**config.mk**
```make
export PLATFORM = sky130hd
export DESIGN_NAME = ef_window_stats
export DESIGN_NICKNAME = d
export VERILOG_FILES = /design/src/rtl/ef_window_stats.sv
export SDC_FILE = /design/constraint.sdc
export NUM_CORES = 1
export LEC_CHECK = 0
export ABC_AREA = 1
export ABC_CLOCK_PERIOD_IN_PS = 4900
export CAP_MARGIN = 40
export CORE_MARGIN = 5
export CORE_UTILIZATION = 50
export CTS_CLUSTER_DIAMETER = 50
export DETAILED_ROUTE_END_ITERATION = 12
export HOLD_SLACK_MARGIN = 0.06
export PLACE_DENSITY = 0.69
export SYNTH_ARGS = -nofsm -noshare
export SYNTH_HDL_FRONTEND = slang
export SYNTH_SLANG_ARGS = --single-unit
```
**constraint.sdc**
```tcl
create_clock -name i_clk -period 4.9 [get_ports i_clk]
set_clock_uncertainty 0.05 [all_clocks]
set_input_delay 1.47 -clock i_clk [delete_from_list [all_inputs] [get_ports i_clk]]
set_output_delay 1.47 -clock i_clk [all_outputs]
set_load 0.05 [all_outputs]
```
**src/rtl/ef_window_stats.sv**
```systemverilog
// Per-window match-count delta recorder. Records queue in a small FIFO. Optional min/max tracking is enabled by defining EF_STATS_MINMAX_EN.
// Latency: a record is visible on o_valid right after the edge that captures the window's closing sample.
// Backpressure: o_valid/i_ready handshake. When the FIFO is full and nothing pops, the record is dropped and o_overflow sticks.

module ef_fifo #(
    parameter int W     = 8,
    parameter int DEPTH = 4
) (
    input  logic         clk,
    input  logic         rst_n,
    input  logic         push,
    input  logic [W-1:0] push_dat,
    input  logic         pop,
    output logic [W-1:0] head_dat,
    output logic         empty,
    output logic         full
);
    localparam int AW = (DEPTH > 1) ? $clog2(DEPTH) : 1;

    logic [W-1:0]  mem [DEPTH];
    logic [AW-1:0] wr_ptr;
    logic [AW-1:0] rd_ptr;
    logic [AW:0]   count;
    logic          do_push;
    logic          do_pop;

    assign empty    = (count == '0);
    assign full     = (count == (AW+1)'(DEPTH));
    assign do_pop   = pop && !empty;
    // A pop frees the slot this same edge, so a push into a full FIFO may proceed.
    assign do_push  = push && (!full || do_pop);
    assign head_dat = mem[rd_ptr];

    always_ff @(posedge clk or negedge rst_n) begin
        if (!rst_n) begin
            wr_ptr <= '0;
            rd_ptr <= '0;
            count  <= '0;
        end else begin
            if (do_push) wr_ptr <= wr_ptr + AW'(1);
            if (do_pop)  rd_ptr <= rd_ptr + AW'(1);
            count <= count + (AW+1)'(do_push) - (AW+1)'(do_pop);
        end
    end

    always_ff @(posedge clk) begin
        if (do_push) mem[wr_ptr] <= push_dat;
    end
endmodule

module ef_window_stats #(
    parameter int          WINDOW_LEN = 1024,
    parameter int          FIFO_DEPTH = 4,
    parameter logic [31:0] THRESH     = 32'd256
) (
    input  logic        i_clk,
    input  logic        i_rst_n,
    input  logic        valid_in,
    input  logic [31:0] match_count,
    output logic        o_valid,
    input  logic        i_ready,
    output logic [31:0] o_delta,
    output logic [15:0] o_win_idx,
    output logic        o_alarm,
    output logic        o_overflow
`ifdef EF_STATS_MINMAX_EN
    ,
    output logic [31:0] o_min_delta,
    output logic [31:0] o_max_delta
`endif
);
    typedef enum logic {IDLE, RUN} state_t;

    typedef struct packed {
        logic [31:0] delta;
        logic [15:0] idx;
        logic        alarm;
    } rec_t;

    state_t      state;
    logic [31:0] baseline;
    logic [15:0] sample_cnt;
    logic [15:0] win_idx;
    logic [31:0] delta;
    logic        close;
    logic        pop;
    logic        fifo_empty;
    logic        fifo_full;
    rec_t        push_rec;
    rec_t        head_rec;

    assign delta    = match_count - baseline;
    assign close    = (state == RUN) && valid_in && (sample_cnt == 16'(WINDOW_LEN - 1));
    assign pop      = o_valid && i_ready;
    assign push_rec = '{delta: delta, idx: win_idx, alarm: (delta > THRESH)};

    ef_fifo #(
        .W     ($bits(rec_t)),
        .DEPTH (FIFO_DEPTH)
    ) u_fifo (
        .clk      (i_clk),
        .rst_n    (i_rst_n),
        .push     (close),
        .push_dat (push_rec),
        .pop      (pop),
        .head_dat (head_rec),
        .empty    (fifo_empty),
        .full     (fifo_full)
    );

    // Outputs read zero whenever nothing is queued, so stale FIFO storage never leaks out.
    assign o_valid   = !fifo_empty;
    assign o_delta   = o_valid ? head_rec.delta : '0;
    assign o_win_idx = o_valid ? head_rec.idx   : '0;
    assign o_alarm   = o_valid && head_rec.alarm;

    always_ff @(posedge i_clk or negedge i_rst_n) begin
        if (!i_rst_n) begin
            state      <= IDLE;
            baseline   <= '0;
            sample_cnt <= '0;
            win_idx    <= '0;
            o_overflow <= 1'b0;
        end else if (valid_in) begin
            case (state)
                IDLE: begin
                    baseline   <= match_count;
                    sample_cnt <= '0;
                    state      <= RUN;
                end
                RUN: begin
                    if (close) begin
                        baseline   <= match_count;
                        sample_cnt <= '0;
                        win_idx    <= win_idx + 16'd1;
                        if (fifo_full && !pop) o_overflow <= 1'b1;
                    end else begin
                        sample_cnt <= sample_cnt + 16'd1;
                    end
                end
                default: state <= IDLE;
            endcase
        end
    end

`ifdef EF_STATS_MINMAX_EN
    logic        close_q;
    logic [31:0] delta_q;

    // Dropped windows still count toward min/max, hence tracking close rather than push.
    always_ff @(posedge i_clk or negedge i_rst_n) begin
        if (!i_rst_n) begin
            close_q     <= 1'b0;
            delta_q     <= '0;
            o_min_delta <= 32'hFFFF_FFFF;
            o_max_delta <= '0;
        end else begin
            close_q <= close;
            delta_q <= delta;
            if (close_q) begin
                if (delta_q < o_min_delta) o_min_delta <= delta_q;
                if (delta_q > o_max_delta) o_max_delta <= delta_q;
            end
        end
    end
`endif
endmodule
```
==> run summary <==
Cts bufs inserted: 30
Global-route wire length before repair: 49,900 µm
Hold Violations, Final: 0
Total power: 9.14 mW
Total of hold buffers inserted after clock tree synthesis: 0
Syn-to-layout area delta: 22.1%
Kind of critical path: reg2out
Proportion of register bits with asynchronous set or reset after synthesis: 27.1%
Pwr/cell area: 557 mW/mm²
Number of violations of the max-capacitance limit: 0
Critical path's largest stage delay: 0.57 ns
Top cell type by instance count after synthesis: sky130_fd_sc_hd__nand2_1
Gate family responsible for the most delay along the worst path: buffers and inverters
Count of warning messages emitted by the tools: 29
Maximum buffer depth of the clock tree: 3
Post-synthesis sequential area ratio: 57.4%
1st-iter DRT viols: 732
Vertical die dimension: 174 µm
Maximum number of pins on one net before global-route repair: 70
Post-layout nets: 1,679
Outcome: finished, final reports clean
Final instance area: 0.0164 mm²
Final WS setup: 0.892 ns
Setup-violating endpoint count in the final report: 0
Leak Pwr: 7.29 nW
Clock period minus worst slack: 4.01 ns
Die width: 174 µm
Via-per-instance ratio: 5.15
Detailed-route DRC error count: 0
Worst hold path type: reg2reg
Number of synthesized register bits: 269
Setup TNS Final: 0 ns
Netlist area before placement: 0.0134 mm²
Number of global-route vias before repair: 9,939
Insertion delay to the later sink of the worst-skew pair: 0.56 ns
Clock transition at the registers of the reported paths: 0.06 ns
Number of buffer and inverter instances along the worst setup path: 2
Fmax: 0.249 GHz
==> cell type report <==
type	instances	area [µm²]
fill	2208	10300
sequential	269	7710
multi-input combinational	1000	4820
timing repair buffer	103	1550
clock buffer	37	817
inverter	198	743
tap	341	427
clock inverter	19	334
==> power groups by stage <==
stage | Clock, mW | Combinational [mW] | Sequential, mW
finish | 2.50 | 4.10 | 2.53
global route | 2.65 | 4.35 | 2.54
detailed placement | 0 | 4.13 | 2.58
CTS | 2.54 | 4.15 | 2.53
floorplan | 0 | 2.24 | 2.57
global placement | 0 | 4.09 | 2.58
==> kinds of logic after synthesis <==
kind of cell               Yosys count  share of synthesized area [%]
muxes                                1                         0.0745
DFF                                269                           57.4
xor gates and xnor gates            31                           2.02
AOI/OAI and AO/OA                  219                           8.21
buffers and inverters              244                           6.96
and+or+nand+nor                    708                           21.4
adders and majority gates           41                           3.93
==> layer usage <==
layer	global-route usage (%)	vias to the layer above
met1	26.7	4724
li1	-	5079
met3	2.63	43
met4	4.62	0
met5	0	-
met2	35.0	285
==> placed cells by master, fill, tap and decap left out, types with 3 or more instances in the layout <==
cell type                           n
sky130_fd_sc_hd__xnor2_1           13
sky130_fd_sc_hd__ha_1              39
sky130_fd_sc_hd__dfrtp_1           72
sky130_fd_sc_hd__nand3_1           45
sky130_fd_sc_hd__nor3_1             4
sky130_fd_sc_hd__inv_2              4
sky130_fd_sc_hd__edfxtp_1         196
sky130_fd_sc_hd__nand3b_1           4
sky130_fd_sc_hd__clkbuf_16         30
sky130_fd_sc_hd__nand2_1          336
sky130_fd_sc_hd__inv_1            194
sky130_fd_sc_hd__inv_6              5
sky130_fd_sc_hd__buf_4             12
sky130_fd_sc_hd__nand3_2            3
sky130_fd_sc_hd__buf_12            55
sky130_fd_sc_hd__clkdlybuf4s50_1   36
sky130_fd_sc_hd__nand4_1           12
sky130_fd_sc_hd__o21ai_0          142
sky130_fd_sc_hd__nor2_1           282
sky130_fd_sc_hd__a21oi_1           72
sky130_fd_sc_hd__clkbuf_8           4
sky130_fd_sc_hd__xor2_1            18
sky130_fd_sc_hd__clkbuf_1           3
sky130_fd_sc_hd__nor4_1             4
sky130_fd_sc_hd__bufinv_16          7
sky130_fd_sc_hd__nor2_4             8
==> worst min path at each step <==
stage                               from                   endpoint  slack (ns)  depth (start not counted)
2_1_floorplan  sample_cnt[8]$_DFFE_PN0P_  sample_cnt[8]$_DFFE_PN0P_        0.41                          1
4_1_cts           o_overflow$_DFFE_PN0P_     o_overflow$_DFFE_PN0P_        0.44                          1
3_3_place_gp      o_overflow$_DFFE_PN0P_     o_overflow$_DFFE_PN0P_        0.42                          1
6_report          o_overflow$_DFFE_PN0P_     o_overflow$_DFFE_PN0P_        0.43                          1
3_5_place_dp      o_overflow$_DFFE_PN0P_     o_overflow$_DFFE_PN0P_        0.42                          1
5_1_grt           o_overflow$_DFFE_PN0P_     o_overflow$_DFFE_PN0P_        0.46                          1
==> sequential cells by signal (all words and copies together) (netlist names) <==
register       count
o_overflow         1
win_idx           16
baseline          32
u_fifo.count       3
u_fifo.wr_ptr      2
u_fifo.rd_ptr      2
u_fifo.mem       196
sample_cnt        16
state              1
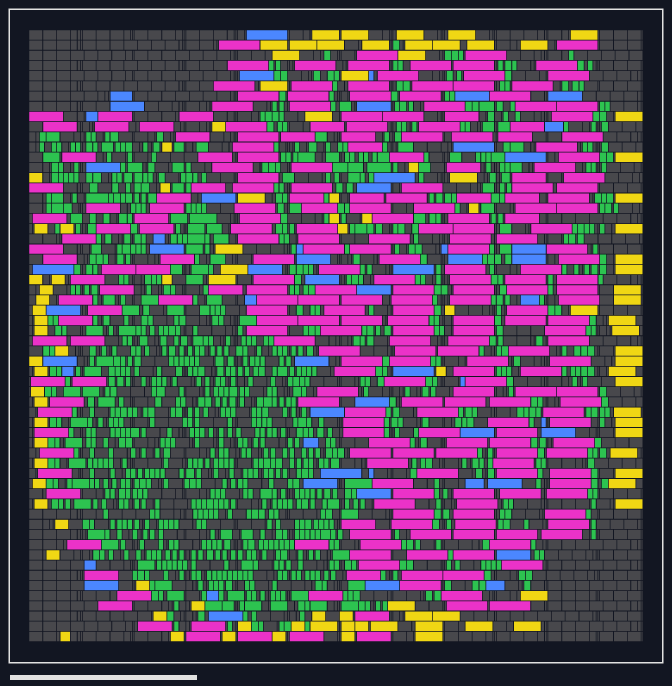
*Cell classes on the final placement*
Scale bar: 50 µm. Fill, decap, tap and diode cells in grey.
all other logic: shown in green, cells 1,198, share of their area 35%. clock drivers and dummy loads: shown in blue, cells 56, share of their area 7.2%. flip-flops: shown in magenta, cells 269, share of their area 48%. other buffers and delay cells: shown in yellow, cells 103, share of their area 9.7%.

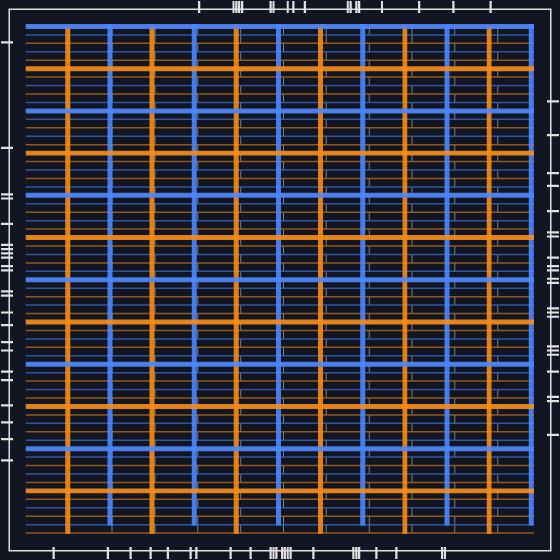
*Floorplan with the power grid*
Pins as bars on the die edge. Tap cells in grey.
VDD: shown in blue. VSS: shown in orange.
87 signal pins sit on the boundary. 12 straps on met5. The core has 60 rows. 61 met1 rails follow the rows.

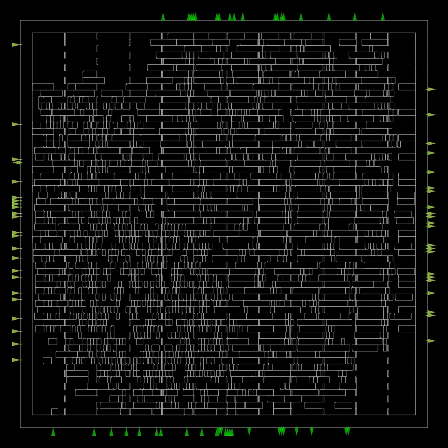
*Placement view*
core area: 0.0267 mm²
core utilization of the finished layout: 61.4%
Tapcells: 341
fraction of standard cell area that is sequential: 47.0%
count of non-filler cells in the finished layout: 1,967

Power and IR drop assume default switching activity.
